--- config.mk ---
export PLATFORM = sky130hd
export DESIGN_NAME = l2c_fill_wr
export DESIGN_NICKNAME = d
export VERILOG_FILES = /design/src/rtl/l2c_fill_wr.sv
export SDC_FILE = /design/constraint.sdc
export NUM_CORES = 1
export LEC_CHECK = 0
export CAP_MARGIN = 20
export CORE_ASPECT_RATIO = 0.6
export CORE_MARGIN = 5
export CORE_UTILIZATION = 48
export DETAILED_ROUTE_END_ITERATION = 6
export GPL_TIMING_DRIVEN = 0
export MAX_ROUTING_LAYER = met4
export PLACE_DENSITY = 0.94
export SKIP_CTS_REPAIR_TIMING = 1
export SKIP_LAST_GASP = 1
export SLEW_MARGIN = 15
export SYNTH_ARGS = -nofsm -noshare
export SYNTH_HDL_FRONTEND = slang
export SYNTH_SLANG_ARGS = --single-unit
--- constraint.sdc ---
create_clock -name Clk -period 4.9 [get_ports Clk]
set_input_delay 0.98 -clock Clk [delete_from_list [all_inputs] [get_ports Clk]]
set_output_delay 0.98 -clock Clk [all_outputs]
set_load 0.005 [all_outputs]
--- src/rtl/l2c_fill_wr.sv ---
// Fill write-data stage of the L2C fill path: wins the L2 data SRAM write port for the tag FSM,
// grants it with o_fill_start, then streams one line of MNI fill beats into the SRAM with byte parity.
module l2c_fill_wr #(
   parameter int DW    = 64,
   parameter int BEATS = 8,
   parameter int AW    = 18
) (
   input  logic              Clk,
   input  logic              Reset_n,
   input  logic              i_fill_sram_req,
   input  logic [AW-1:0]     i_fill_sram_adr,
   output logic              o_fill_start,
   output logic              o_fill_end,
   input  logic              i_mni_fill_data_valid,
   input  logic [DW-1:0]     i_mni_fill_data,
   input  logic [DW/8-1:0]   i_mni_fill_be,
   output logic              o_sram_req,
   input  logic              i_sram_gnt,
   output logic              o_sram_we,
   output logic [AW-1:0]     o_sram_adr,
   output logic [DW-1:0]     o_sram_wdata,
   output logic [DW/8-1:0]   o_sram_be,
   output logic [DW/8-1:0]   o_sram_par,
   output logic              o_busy,
   output logic              o_err
);

   localparam int NB  = DW / 8;
   localparam int CW  = (BEATS > 1) ? $clog2(BEATS) : 1;
   localparam int BSH = (NB > 1) ? $clog2(NB) : 0;
   localparam logic [CW-1:0] LAST = CW'(BEATS - 1);

   typedef enum logic [1:0] {IDLE, REQ, XFER, DRAIN} state_t;

   state_t          state;
   logic [CW-1:0]   cnt;
   logic [AW-1:0]   base;
   logic            fill_start;
   logic            accept;
   logic            last_beat;
   logic            bad_beat;
   logic            bad_gnt;
   logic [AW-1:0]   beat_adr;
   logic [NB-1:0]   beat_par;

   // A beat is taken in XFER, or in the grant cycle itself so the first beat can ride with o_fill_start.
   always_comb begin
      fill_start = (state == REQ) && i_sram_gnt && i_fill_sram_req;
      accept     = i_mni_fill_data_valid && ((state == XFER) || fill_start);
      last_beat  = accept && (cnt == LAST);
      bad_beat   = i_mni_fill_data_valid &&
                   ((state == IDLE) || (state == DRAIN) || ((state == REQ) && !fill_start));
      bad_gnt    = !i_sram_gnt && ((state == XFER) || (state == DRAIN));
      beat_adr   = base + (AW'(cnt) << BSH);
      for (int i = 0; i < NB; i++) begin
         beat_par[i] = ^i_mni_fill_data[8*i +: 8];
      end
   end

   assign o_fill_start = fill_start;
   assign o_fill_end   = last_beat;
   assign o_sram_req   = (state != IDLE);
   assign o_busy       = (state != IDLE);

   // Sequencer plus one-stage write pipe; a reset mid-line simply abandons the partial line.
   always_ff @(posedge Clk or negedge Reset_n) begin
      if (!Reset_n) begin
         state        <= IDLE;
         cnt          <= '0;
         base         <= '0;
         o_sram_we    <= 1'b0;
         o_sram_adr   <= '0;
         o_sram_wdata <= '0;
         o_sram_be    <= '0;
         o_sram_par   <= '0;
         o_err        <= 1'b0;
      end else begin
         o_sram_we <= accept;
         if (accept) begin
            o_sram_adr   <= beat_adr;
            o_sram_wdata <= i_mni_fill_data;
            o_sram_be    <= i_mni_fill_be;
            o_sram_par   <= beat_par;
            cnt          <= (cnt == LAST) ? '0 : cnt + 1'b1;
         end
         if (bad_beat || bad_gnt) begin
            o_err <= 1'b1;
         end
         case (state)
            IDLE: begin
               if (i_fill_sram_req) begin
                  state <= REQ;
                  base  <= i_fill_sram_adr;
                  cnt   <= '0;
               end
            end
            REQ: begin
               if (fill_start) begin
                  state <= last_beat ? DRAIN : XFER;
               end
            end
            XFER: begin
               if (last_beat) begin
                  state <= DRAIN;
               end
            end
            DRAIN: begin
               state <= IDLE;
            end
            default: begin
               state <= IDLE;
            end
         endcase
      end
   end

endmodule

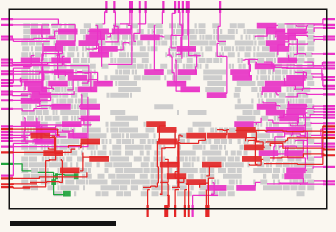
port_nets.png
Scale bar: 50 um.
| port | color | direction | end cells | buffers | wire |
|---|---|---|---|---|---|
| i_fill_sram_req | green | input | 4 | 1 | 47.9 um |
| o_sram_wdata | magenta | output | 64 | 64 | 2170 um |
| o_sram_adr | red | output | 18 | 18 | 771 um |
Top Ports: 199
port bufs: 198

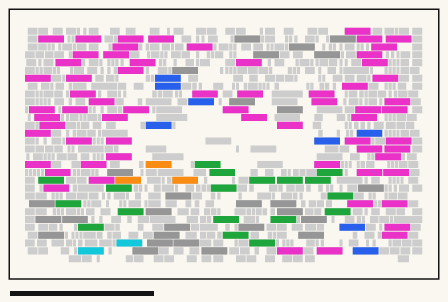
registers.png
Scale bar: 50 um. Other sequential cells in the stronger gray, the rest of the logic in the fainter gray.
| signal | color | sequential cells |
|---|---|---|
| state | cyan | 2 |
| o_sram_wdata | magenta | 64 |
| o_sram_adr | green | 18 |
| cnt | orange | 3 |
| o_sram_par | blue | 8 |
not colored: 28
sequential cell area share: 37.0%
Final Core Density: 73.8%
total sequential power: 0.00181 W
Reg area: 3080 um^2

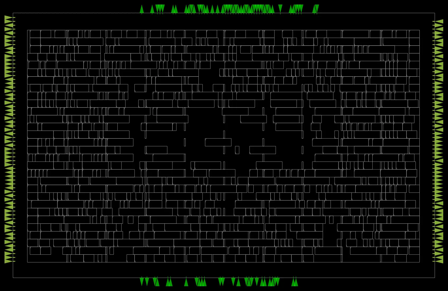
final_placement.png
tap cell count: 144
Cell Count, Final, Fillers Out: 952
CORE AREA: 11300 um^2

==> reports/results.ini <==
[critical_path]
end_kind = output port
critPathArrivalTime_ns = 3.34
worstPathMaxFanout = 10
critPathLaunchType = input pin
worstPathRequired_ns = 3.92

[logic_synthesis]
synth_area_leader_cell = dfrtp_1
common_cells = nand2_1 (261), dfrtp_1 (123), xnor2_1 (63), o21ai_0 (21), mux2_2 (17)
synth.most_common_cell = nand2_1
yosysUniqueCellTypes = 37
ff_type = dfrtp_1
area_leaders = dfrtp_1 (56%), nand2_1 (18%), xnor2_1 (10%)
edf_count = 0
synthCells = 578
ys_cells = 578
ys_ff = 123
ys_seq_share_pct = 55.8
synth-warning-count = 0
yosys_area_um2 = 5520
syn_area_um2 = 5520
fp_nets = 684

[route]
wl_met3_mm = 1.51
top_layer = met4
vias = 4811
first_iter_violations = 235
wirelength_mm = 16.1
ant_nets = 0
routed_wire_length_per_instance_um = 16.9
wl_met1_mm = 6.97
drtPass1Iterations = 4
route.met2.wl_mm = 7.35
vias_per_cell = 5.05

[final_timing]
timing.final.crit_share_pct = 88.1
finalCriticalPeriod_ns = 4.32
worst_pin_slew_ns = 0.687
maxSlewHeadroom_pct = 54.2
fin_skew_ns = 0.00678
layout_setup_ws_ns = 0.585
setup-violations-final = 0
tns_ns = 0
max_freq_mhz = 232
hold_viol_final = 0

[place]
gp_congestion = 0.853
dpl_cell_area_um2 = 7710
dpl.hpwl_mm = 12.1

[global_route]
grt_antenna_before_repair = 0
grt_usage_pct = 24.6
grt_pass1_wl_mm = 25.6
grt_pass1_vias = 4911
grt_max_degree = 70

[pwr]
p_sw_w = 0.00165
seq_power_share_pct = 35.4
cellLeakagePower_nw = 3.80
power_frac_clock_pct = 25.0
p_int_w = 0.00347
power_density_nw_per_um2 = 616
combPwrFrac_pct = 39.6
p_sw_share_pct = 32.3

[cts]
cts_tree = done
htree_num_levels = 4
numCtsBuffers = 17
cts_buffer_depth = 2
clk_pin_slew_ns = 0.05
cts.sinks = 123
clockRootBuffer = clkbuf_16

[finish]
area_growth_pct = 50.7
final_layout_size_suffix_gt1_share_pct = 7.80
layout.nets = 902
stdcell_area_um2 = 8310
n_antenna_cell = 0

[flow_run]
warning_count = 30
maxCapViolations = 0

[floorplanning]
die-area_um2 = 13800
rows = 30

[outcome]
outcome = finished, final reports clean

[min_path]
min_path_type = reg -> reg

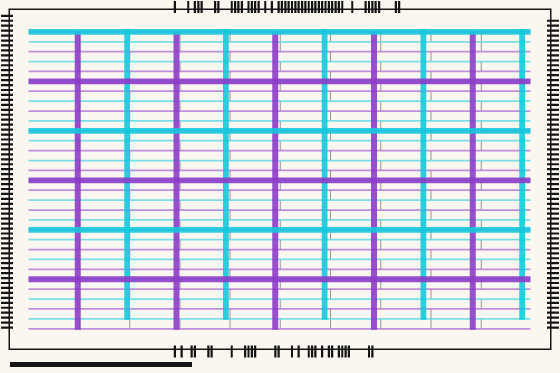
pdn.png
Scale bar: 50 um. Pins as bars on the die edge. Tap cells in gray.
| net | color |
|---|---|
| VSS | purple |
| VDD | cyan |
signal pins: 199
met1 rails: 31
tap cells: 144
rows: 30
met4 straps: 10
peak supply drop: 0.314 mV
Die H: 93.1 um
Die Wd: 148 um

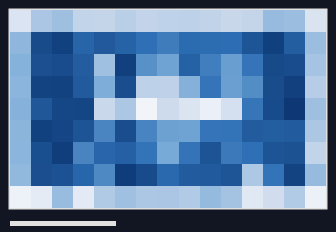
density.png
Scale bar: 50 um. The die is cut into 15 by 9 equal tiles; white is low, dark blue is high, 0 to 100% covered.
fullest tile: 97%
tiles over 75% full: 39%
densest ninth of the die: middle left
fp_density: 49.0%

[final cells by class]
cell class,count,area (um^2)
buffer,25,110
clock buffer,24,492
clock inverter,7,113
fill,772,2950
inverter,6,22.5
multi-input combinational,424,2310
sequential,123,3080
tap,144,180
timing repair buffer,199,2010
[power groups by stage]
stage	logic, W	clock network, W	registers (W)
after floorplan	0.000842	0	0.00180
after global placement	0.00196	0	0.00179
after detailed placement	0.00204	0	0.00181
after CTS	0.00206	0.00130	0.00181
after global routing	0.00224	0.00134	0.00187
final	0.00203	0.00128	0.00181
[final timing paths]
path | from | to | slack [ns] | depth (start not counted)
min in group asynchronous | Reset_n | o_sram_wdata[20] | 0.52 | 1
worst max-delay path | i_fill_sram_req | o_fill_end | 0.58 | 7
worst min register to register | base[0] | o_sram_adr[0] | 0.47 | 2
worst max register to register | state[1] | o_sram_wdata[11] | 2.41 | 9
worst min-delay path | base[0] | o_sram_adr[0] | 0.47 | 2
max in group asynchronous | Reset_n | o_sram_adr[1] | 3.65 | 2
[routing by layer]
layer	GRT usage [%]	up-vias
li1	-	2280
met1	30.6	2320
met2	38.1	187
met3	9.10	24
met4	7.07	0
met5	-	-
[sequential cells by signal (all words and copies together) (netlist names)]
register / count
o_sram_par: 8
state: 2
base: 18
o_err: 1
o_sram_we: 1
o_sram_be: 8
o_sram_adr: 18
cnt: 3
o_sram_wdata: 64
[cells by family after synthesis]
logic type                 synth area share [%]
muxes                                      3.47
buffers and inverters                      2.40
adders and majority gates                  2.63
xor gates and xnor gates                   10.3
DFF                                        55.8
AOI/OAI and AO/OA                          4.44
and+or+nand+nor                            21.0
[cells in the final DEF (no fill, tap or decap), drive strengths merged, types with 4 or more instances in the layout]
master         instances
xnor2                 63
inv                    6
nand3                  4
clkdlybuf4s50        197
ha                    10
dfrtp                123
a21oi                  5
buf                   14
o21ai                 22
nor2                   8
mux2                  17
clkbuf                37
nand2                261
[critical path, stage by stage]
cell and delay (ns):
clkdlybuf4s50_1 0.46, and3_1 0.22, o21ai_2 0.50, inv_2 0.25, buf_2 0.28, and2_1 0.19
clkdlybuf4s50_1 0.44
[through the flow]
step / cells / hold WS (ns)
floorplan: 578 / 0.435
global placement: 920 / 0.447
detailed placement: 921 / 0.453
CTS: 952 / 0.473
global route: 952 / 0.490
finish: 952 / 0.469
Power is estimated from default activity; no workload was simulated.
